==> config.mk <==
export PLATFORM = sky130hd
export DESIGN_NAME = weekday_engine_flat
export DESIGN_NICKNAME = d
export VERILOG_FILES = /design/src/rtl/weekday_engine_if.sv /design/src/rtl/weekday_engine.sv /design/src/flat_wrapper.sv
export SDC_FILE = /design/constraint.sdc
export NUM_CORES = 1
export LEC_CHECK = 0
export CORE_UTILIZATION = 67
export CTS_CLUSTER_SIZE = 16
export DETAILED_ROUTE_END_ITERATION = 7
export PLACE_DENSITY = 0.88
export REMOVE_ABC_BUFFERS = 1
export SETUP_SLACK_MARGIN = 0.3
export SLEW_MARGIN = 20
export SYNTH_ARGS = -nofsm -noshare
export SYNTH_HDL_FRONTEND = slang
export SYNTH_SLANG_ARGS = --single-unit
==> constraint.sdc <==
create_clock -name clk -period 10.85 [get_ports clk]
set_input_delay 1.085 -clock clk [delete_from_list [all_inputs] [get_ports clk]]
set_output_delay 1.085 -clock clk [all_outputs]
set_load 0.005 [all_outputs]
Figure 1. Cell placement (run 1).
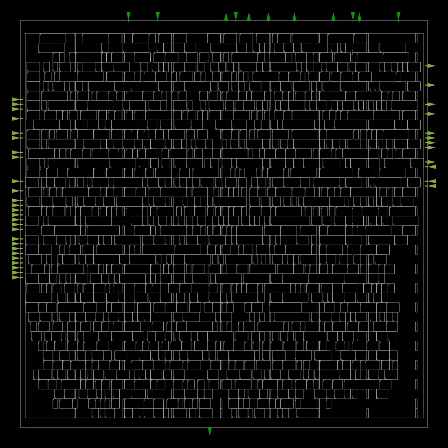
core footprint: 0.0123 sq mm
filler instances: 941
Post-Layout Cell Count: 1327
Seq area share: 0.175

Figure 2. Wire density map (run 1).
The bar under the picture is 20 microns long. 23 x 23 tiles, from dark purple (low) to yellow (high), scaled to the fullest tile. Values are wire area over tile area, all layers added.
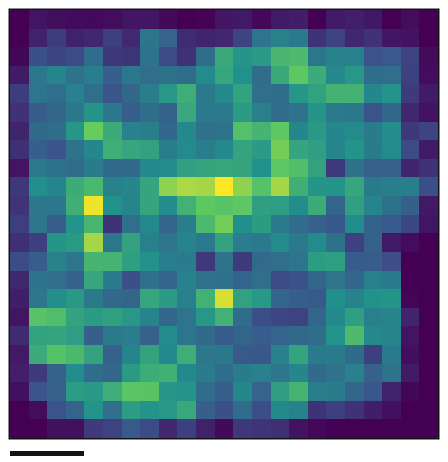
fullest tile: 0.75
mean over tiles: 0.27
densest ninth of the die: centre
nearly empty tiles: 6.2%
tiles over half the peak: 26%
emptiest ninth of the die: south-east
GRT Total Usage: 0.344
Routed WL: 21900 microns
total number of vias: 8538

Figure 3. Sequential cells coloured by netlist name (run 1).
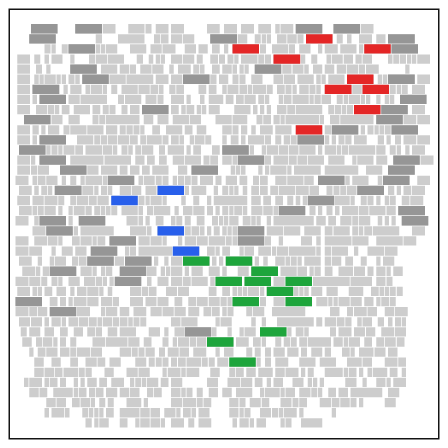
legend:
  u_core.doy_q:
    colour: red
    flops: 9
    where: north-east
  u_core.m_q:
    colour: blue
    flops: 4
  u_core.y_q:
    colour: green
    flops: 12
final core utilization: 0.765
Seq power: 0.000347 W
Reg area: 0.00164 sq mm

==> impl_metrics.json, run 1 <==
{
  "viasPerCell": 6.43,
  "maxCapViolCount": 0,
  "cp_data_arrival_time_ns": 8.25,
  "flops": 82,
  "syn_area_sq_mm": 0.00859,
  "ys_cells": 1148,
  "critPathBufInv": 0,
  "p_switching_w": 0.000617,
  "fin_nets": 1255,
  "final-nonclk-buf-share": 0.0555,
  "drv_slew": 0,
  "fp_util": 0.700,
  "finalHoldViolCount": 0,
  "peakVddDrop_mv": 0.144,
  "min_path_cells": 2,
  "path_max_fanout": 19,
  "synth_cells": 1148,
  "grt_setup_unrepaired": "no",
  "die_height_microns": 115,
  "grt_max_degree": 39,
  "simple_gate_share": 0.255,
  "hold_class": "flop to flop",
  "die-area_sq_mm": 0.0133,
  "layout_top_cells": "nand2_1, a21oi_1, nor2_1",
  "row_count": 40,
  "post_cts_buffers": 0,
  "fmax_mhz": 126,
  "synth.area.mux_share": 0.0363,
  "comb_power_share": 0.543,
  "largest_area_cell": "dfxtp_1",
  "post_cts_resized": 0,
  "drc": 0,
  "clock_area_frac": 0.0329,
  "avgSynthCellArea_sq_um": 7.48,
  "clockBufferDepth": 2,
  "cts_root_buffer": "clkbuf_16",
  "htree_levels": 3,
  "ys_seq_elements": 82,
  "max_stage_delay_ns": 0.72,
  "critPathLaunchType": "flop",
  "top_logic_kind": "AND-OR/OR-AND gates",
  "gr-total-overflow": 0,
  "power_frac_clock": 0.221,
  "path_clk_slew_ns": 0.07,
  "r2r_setup_slack_ns": 2.89,
  "compound_area_frac": 0.257,
  "critical_path.top_delay_family": "AND-OR/OR-AND gates",
  "dieWidth_microns": 115,
  "logic_area_sq_mm": 0.00657,
  "comb_area_share": 0.700,
  "port_buffers": 49,
  "taps": 168,
  "yosysChipArea_sq_mm": 0.00859,
  "lay_top_count": "nand2_1",
  "warning_count": 31,
  "synthAdderAreaFrac": 0.110,
  "edf_count": 0,
  "top_cells_by_area": "dfxtp_1, ha_1, nand2_1, xnor2_1, a21oi_1",
  "worstRegToRegCells": 28,
  "cp.depth": 28,
  "clock_latency_ns": 0.35,
  "gp_congestion": 1.01,
  "drtAntennaViolNets": 0,
  "seqPwrFrac": 0.236,
  "n_all_inverters": 37,
  "hpwl_microns": 15900,
  "slowest_stage": "nor4_1",
  "top_cell_area_share": 0.191,
  "fin_crit_ns": 7.96,
  "ys_dominant_reg_cell": "dfxtp_1",
  "synthArstFlopShare": 0,
  "clockBufferCount": 9,
  "grt_pass1_wl_microns": 36900,
  "swShare": 0.420,
  "skew_ns": 0.00799,
  "ys_warn_count": 0,
  "initialDrtViolationCount": 841,
  "crit_type": "flop to flop",
  "critPathCaptureType": "flop",
  "setup_viol": 0,
  "drt_pass1_iterations": 5,
  "layout-drive-gt1-share": 0.0578,
  "slew_headroom": 0.324,
  "outcome": "completed"
}
-- run 1: per-stage QoR --
stage	hold WS [ns]	worst slack, ns	total power (W)	std cells	area [sq um]
CTS	0.457	3.09	0.00145	1327	9390
floorplan	0.436	4.14	0.000959	1090	8350
finish	0.456	2.89	0.00147	1327	9390
detailed placement	0.448	3.13	0.00112	1311	9080
global placement	0.435	3.50	0.00109	1311	9080
global route	0.483	2.51	0.00157	1327	9390
-- run 1: power by group through the flow --
stage	registers, W	clock network (W)	logic [W]
6_report	0.000347	0.000325	0.000796
3_3_place_gp	0.000351	0	0.000734
2_1_floorplan	0.000343	0	0.000615
5_1_grt	0.000350	0.000338	0.000881
4_1_cts	0.000346	0.000325	0.000777
3_5_place_dp	0.000352	0	0.000769
-- run 1: cell usage after synthesis (all sizes together), types with 4 or more instances --
cell type	instances
a21oi	88
a211o	8
nor2b	8
ha	56
and2	13
o31ai	9
fa	11
nand4b	4
o221ai	4
o21ai	56
mux2i	24
nand2b	17
or4	7
nand4	14
nand3b	6
xor2	32
o21a	7
buf	19
mux2	6
a22oi	4
o22ai	8
and3	8
xnor2	67
a31oi	12
dfxtp	82
o32ai	4
inv	36
nand2	167
o311a	4
clkbuf	39
a211oi	14
nor3b	7
or3	7
o211ai	20
nor2	89
a21boi	15
nor3	29
a21o	24
nor4	9
o21bai	4
a2111oi	4
or2	14
nand3	40
-- run 1: routing by layer --
| layer | track usage | vias up | wire length (microns) |
|---|---|---|---|
| met3 | 0.0527 | 50 | 1630 |
| met4 | 0.108 | 0 | 475 |
| met1 | 0.455 | 3959 | 9360 |
| met2 | 0.576 | 372 | 10500 |
| met5 | 0 | - | 0 |
| li1 | - | 4157 | - |
==> run 1 -> run 2 <==
--- a/config.mk
+++ b/config.mk
@@ -5,10 +5,10 @@
 export SDC_FILE = /design/constraint.sdc
 export NUM_CORES = 1
 export LEC_CHECK = 0
-export CORE_UTILIZATION = 67
+export CORE_UTILIZATION = 62
 export CTS_CLUSTER_SIZE = 16
 export DETAILED_ROUTE_END_ITERATION = 7
-export PLACE_DENSITY = 0.88
+export PLACE_DENSITY = 0.82
 export REMOVE_ABC_BUFFERS = 1
 export SETUP_SLACK_MARGIN = 0.3
 export SLEW_MARGIN = 20
==> constraint.sdc (replaced) <==
create_clock -name clk -period 7.4 [get_ports clk]
set_input_delay 0.74 -clock clk [delete_from_list [all_inputs] [get_ports clk]]
set_output_delay 0.74 -clock clk [all_outputs]
set_load 0.005 [all_outputs]
Figure 4. The metal 4 layer (run 2).
The bar under the picture is 20 microns long. Supply wires on this layer in grey.
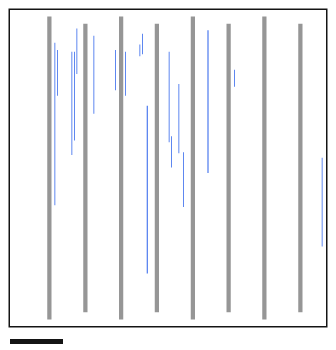
main direction: vertical
nets with wire on the layer: 14
wire length on this layer: 488 microns
share of all routed wire: 2.2%
total number of vias: 8563
Routed WL: 22200 microns

==> run 2 against run 1 <==
Against the previous run: clock power is 46% higher; non-clock buffer count is 32 higher; clock-buffer cell count is 1 higher; fmax is 17% higher; largest power group unchanged; highest routed layer unchanged.
==> impl_metrics.json, run 2 <==
{
  "critPathCaptureType": "flop",
  "gr-total-overflow": 0,
  "top_cells_by_count": "nand2_1, a21oi_1, nor2_1",
  "min_path_cells": 2,
  "wl_met1_microns": 10100,
  "met3_usage": 0.0447,
  "port_buffers": 49,
  "fp_util": 0.643,
  "comb_power_share": 0.563,
  "grt_pass1_wl_microns": 36100,
  "slowest_stage": "or3_1",
  "warning_count": 31,
  "viasPerCell": 6.26,
  "power_frac_clock": 0.213,
  "power.total_w": 0.00223,
  "top_cells_by_area": "dfxtp_1, ha_1, nand2_1, xnor2_1, a21oi_1",
  "pre_cts_ws_ns": 0.244,
  "die_height_microns": 120,
  "row_count": 42,
  "skew_ns": 0.00589,
  "fin_cells": 1367,
  "cp_data_arrival_time_ns": 7.12,
  "seqPwrFrac": 0.224,
  "drv_slew": 0,
  "top_cell_area_share": 0.191,
  "postPlaceCellArea_sq_mm": 0.00922,
  "ys_cells": 1148,
  "edf_count": 0,
  "slew_headroom": 0.319,
  "cts_root_buffer": "clkbuf_16",
  "fin_nets": 1287,
  "outcome": "completed",
  "clock_latency_ns": 0.35,
  "path_max_fanout": 6,
  "largest_area_cell": "dfxtp_1",
  "initialDrtViolationCount": 698,
  "die-area_sq_mm": 0.0143,
  "setup_viol": 0,
  "ys_dominant_reg_cell": "dfxtp_1",
  "yosys.cell_count.top_type": "nand2_1",
  "met1_usage": 0.435,
  "critPathLaunchType": "flop",
  "drtAntennaViolNets": 0,
  "fmax_mhz": 146,
  "layout_top_cells": "nand2_1, a21oi_1, nor2_1",
  "layout-drive-gt1-share": 0.111,
  "htree_levels": 3,
  "r2r_setup_slack_ns": 0.57,
  "worstRegToRegCells": 29,
  "worst_slack_ns": 0.567,
  "final_cell_area_sq_mm": 0.00987,
  "crit_type": "flop to flop",
  "met2_usage": 0.484,
  "max_stage_delay_ns": 0.41,
  "grt_usage": 0.306,
  "grt_setup_unrepaired": "no",
  "path_clk_slew_ns": 0.07,
  "postCtsHoldBufs": 0,
  "grt-busiest-layer": "met2",
  "timing.final.crit_share": 0.923,
  "p_switching_w": 0.000921,
  "topRoutingLayerUsed": "met4",
  "dieWidth_microns": 120,
  "coreArea_sq_mm": 0.0133,
  "avgSynthCellArea_sq_um": 7.48,
  "maxCapViolCount": 0,
  "ys_seq_elements": 82,
  "synthArstFlopShare": 0,
  "clockBufferDepth": 2,
  "swShare": 0.413,
  "gp_congestion": 0.926,
  "hpwl_microns": 15800,
  "drt_pass1_iterations": 5,
  "wl_met3_microns": 1300,
  "fin_crit_ns": 6.83,
  "hold_class": "flop to flop",
  "yosysChipArea_sq_mm": 0.00859,
  "lay_top_count": "nand2_1",
  "grt_max_degree": 32,
  "met2WireLength_microns": 10300,
  "finalHoldViolCount": 0,
  "ys_warn_count": 0,
  "syn_area_sq_mm": 0.00859,
  "drc": 0,
  "peakVddDrop_mv": 0.180,
  "synth_cells": 1148
}
run 2: final cells by class:
type	instances	area (sq um)
Inverter	37	139
Tap cell	176	220
Clock buffer	10	239
Clock inverter	6	73.8
Timing Repair Buffer	85	761
Fill cell	1065	3480
Multi-Input combinational cell	971	6780
Sequential cell	82	1650
run 2: what timing repair did:
item                                    in CTS  in global routing
gates resized                                4                 46
endpoints found under the setup margin       2                 31
pin swaps                                    0                 14
buffers inserted                             0                 14
run 2: per-stage QoR:
stage               utilization  hold WS [ns]
floorplan                     -         0.436
global placement          0.691         0.434
detailed placement        0.691         0.441
CTS                       0.716         0.450
global route              0.739         0.476
finish                    0.739         0.449
run 2: logic make-up (layout without fill, tap and decap cells):
kind of cell,count (synthesis),after routing,share of synthesized area
muxes,30,30,0.0363
AOI/OAI and AO/OA,323,323,0.257
other,1,1,0.000437
adders and majority gates,69,69,0.110
DFF,82,82,0.191
xor gates and xnor gates,99,99,0.106
and+or+nand+nor,449,449,0.255
buffers and inverters,95,138,0.0442
run 2: worst max-delay path, delay by kind of cell (launching register included):
| family | cells | cell delay, ns |
|---|---|---|
| DFF | 1 | 0.35 |
| muxes | 1 | 0.39 |
| and+or+nand+nor | 13 | 2.36 |
| AOI/OAI and AO/OA | 11 | 2.77 |
| xor gates and xnor gates | 1 | 0.16 |
| buffers and inverters | 1 | 0.19 |
| adders and majority gates | 2 | 0.54 |
run 2: power by group through the flow:
stage / sequential [W] / combinational (W) / clock, W
floorplan: 0.000503 / 0.000902 / 0
detailed placement: 0.000507 / 0.00113 / 0
finish: 0.000500 / 0.00126 / 0.000476
CTS: 0.000497 / 0.00114 / 0.000480
global route: 0.000503 / 0.00142 / 0.000503
global placement: 0.000506 / 0.00110 / 0
No activity file was given, so power comes from the tool's default toggle rates.
